Design dm_bank_scheduler, sky130hd; sources not shown.
Pin placement:
Scale: 1.5 px per µm. Pins as bars across the die edge, other pins in grey.
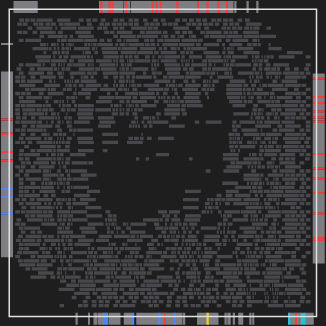
- sreq_stall: yellow (pins 1; direction output; edge south)
- bank_addr2: blue (pins 8; direction output; edge 5 south, 3 west)
- bank_we1: cyan (pins 4; direction output; edge south)
- bank_data2: red (pins 32; direction output; edge 13 east, 12 north, 4 west, 3 south)
- all pins by edge: 115 north, 102 south, 93 east, 92 west
die width: 204 µm
PortBufs: 401

The clock network:
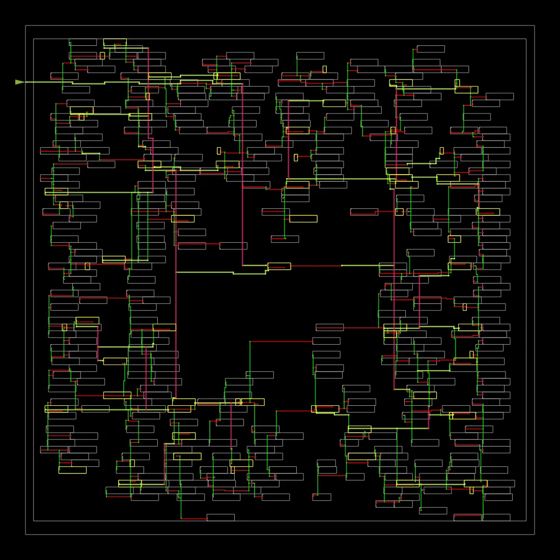
CTS buffer count: 38
clk latency late pin: 0.55 ns
Seq cells: 350
Clock Sink Count: 350
clock buf count: 51

==> results.ini <==
[cells_and_area]
comb_area_mm2 = 0.00669
drive_above_1_share_pct = 8.23
layout.nets = 1978
fill_cells = 2927
layout-area-overhead-vs-synth_pct = 32.0

[sta]
slew_violations = 0
layout_setup_ws_ns = 8.91
skew_ns = 0.0175
setup_tns_ns = 0
grt_setup_unrepaired = false
slew_headroom_pct = 19.9
setup_viol = 0
timing.final.crit_share_pct = 48.3
worst_slew_pin_slew_ns = 1.20
fmax_mhz = 120
fin_crit_ns = 8.34

[setup_path]
cp.arrival_ns = 4.89
worstSetupPathType = primary input to primary output
reg2reg_slack_ns = 13.05
reg2regPathDepth = 6
startpoint_type = primary input
endpoint_kind = primary output

[synth]
ff_type = edfxtp_1
common_cells = 340 x edfxtp_1, 123 x mux2i_1, 105 x nand2_1
synthXorXnorAreaFrac_pct = 0.547
yosys_warnings = 0
synth.cell_area_mm2 = 0.0176
yosysMostFrequentCell = edfxtp_1
synth.area.mux_share_pct = 6.99
yosys-top-cells-area = edfxtp_1 58%, mux2i_1 7.0%, a221o_1 4.5%
top_area_share_pct = 57.9
ys_cells = 1423
syn_inst = 1423
ys_sh_aoi_pct = 20.1
async_flop_share_pct = 0
ys_types = 50
syn_area_per_cell_um2 = 12.4
simple_gate_share_pct = 9.37
adder_share_pct = 0
ys_area_mm2 = 0.0176
ys.flops = 350

[pwr]
ir_drop_mv = 0.0824
p_leak_uw = 0.00845
powerDensity_mw_per_mm2 = 90.5

[cts]
cts_setup_buffers = 0
clockBufferDepth = 3
cts_resized = 0
cts_hold_buf = 0
htree_levels = 2
root_buffer = clkbuf_16
clk_pin_slew_worst_paths_ns = 0.05

[detailed_routing]
ant_nets = 0
route.detailed.drc = 0
vias_per_cell = 6.50
drtIter0Drc = 1744
first_pass_iters = 7
vias = 14943

[job]
tool_warnings = 26
drv_cap = 0

[floorplanning]
io_pins = 402
rows = 71
core_util_floorplan_pct = 46.2
coreArea_mm2 = 0.0381

[global_route]
antenna_found_initial = 5
grt_overflow = 0
grt_pass1_wl_mm = 89.5
grt_max_degree = 86
track_usage_pct = 28.5

[hold_path]
hold_path.class = flop to flop
whs_path_depth = 2

[placement]
dpl_worst_slack_ns = 8.92
place_hpwl_mm = 37.3
routabilityCongestion = 0.878

[outcome]
outcome = complete, no violations

where the power goes:
part	switching, µW	internal (µW)
Sequential	33.2	983
Clock	335	517
Combinational	118	119
Total	486	1620
cells by family (layout without fill, tap and decap cells):
group	Yosys count	in the layout
other	1	14
XOR/XNOR	11	11
AND-OR/OR-AND	438	438
flip-flops	350	350
AND/OR/NAND/NOR	352	352
multiplexers	123	123
buffers and inverters	148	500
layout make-up:
class / count / share of cell area [%]
antenna: 2 / 0.0215
tap: 511 / 2.75
inverter: 6 / 0.0968
sequential: 350 / 44.8
multi-input combinational: 936 / 28.8
clock buffer: 51 / 4.66
clock inverter: 19 / 0.963
timing repair buffer: 424 / 18.0
layer usage:
layer  GRT usage, %  vias up  wire [µm]
li1               -     6386          -
met1           35.0     6990      21600
met2           46.5     1260      29100
met5              0        -         21
met3           6.88      303       7680
met4           16.0        4       3480
metrics by stage:
step,area [µm²],utilization [%],cells,total power (µW),hold WS [ns]
floorplan,17700,-,1434,1120,0.580
global placement,21900,57.6,2227,1260,0.599
detailed placement,21900,57.6,2227,1270,0.614
CTS,23300,61.0,2297,2110,0.618
global route,23300,61.0,2299,2160,0.657
finish,23300,61.0,2299,2110,0.640
worst max-delay path, cell delays in order:
cell and delay (ns):
clkdlybuf4s50_1 0.61, nor3_1 0.26, clkdlybuf4s50_1 0.57
layout by cell type, fill, tap and decap left out, types with 3 or more instances in the layout:
cell type and n:
clkdlybuf4s50_1 401, edfxtp_1 340, mux2i_1 123, nand2_1 103, nand3_1 86, nor2_1 84, a211oi_1 84, a22oi_1 80
a221o_1 80, o21ai_0 42, and3_1 42, clkbuf_16 41, o211ai_1 40, o22ai_1 40, o31ai_2 36, buf_4 23
conb_1 12, xnor2_1 11, dfxtp_1 10, clkinv_2 9, clkbuf_1 8, inv_1 6, nand3b_1 5, bufinv_16 5
nand4_1 4, o31ai_1 4, a31oi_1 4, a21o_1 4, a211o_1 4, a41oi_1 3, nor2b_1 3, a31o_2 3
a211o_4 3, clkinv_1 3
Power and IR drop assume default switching activity.
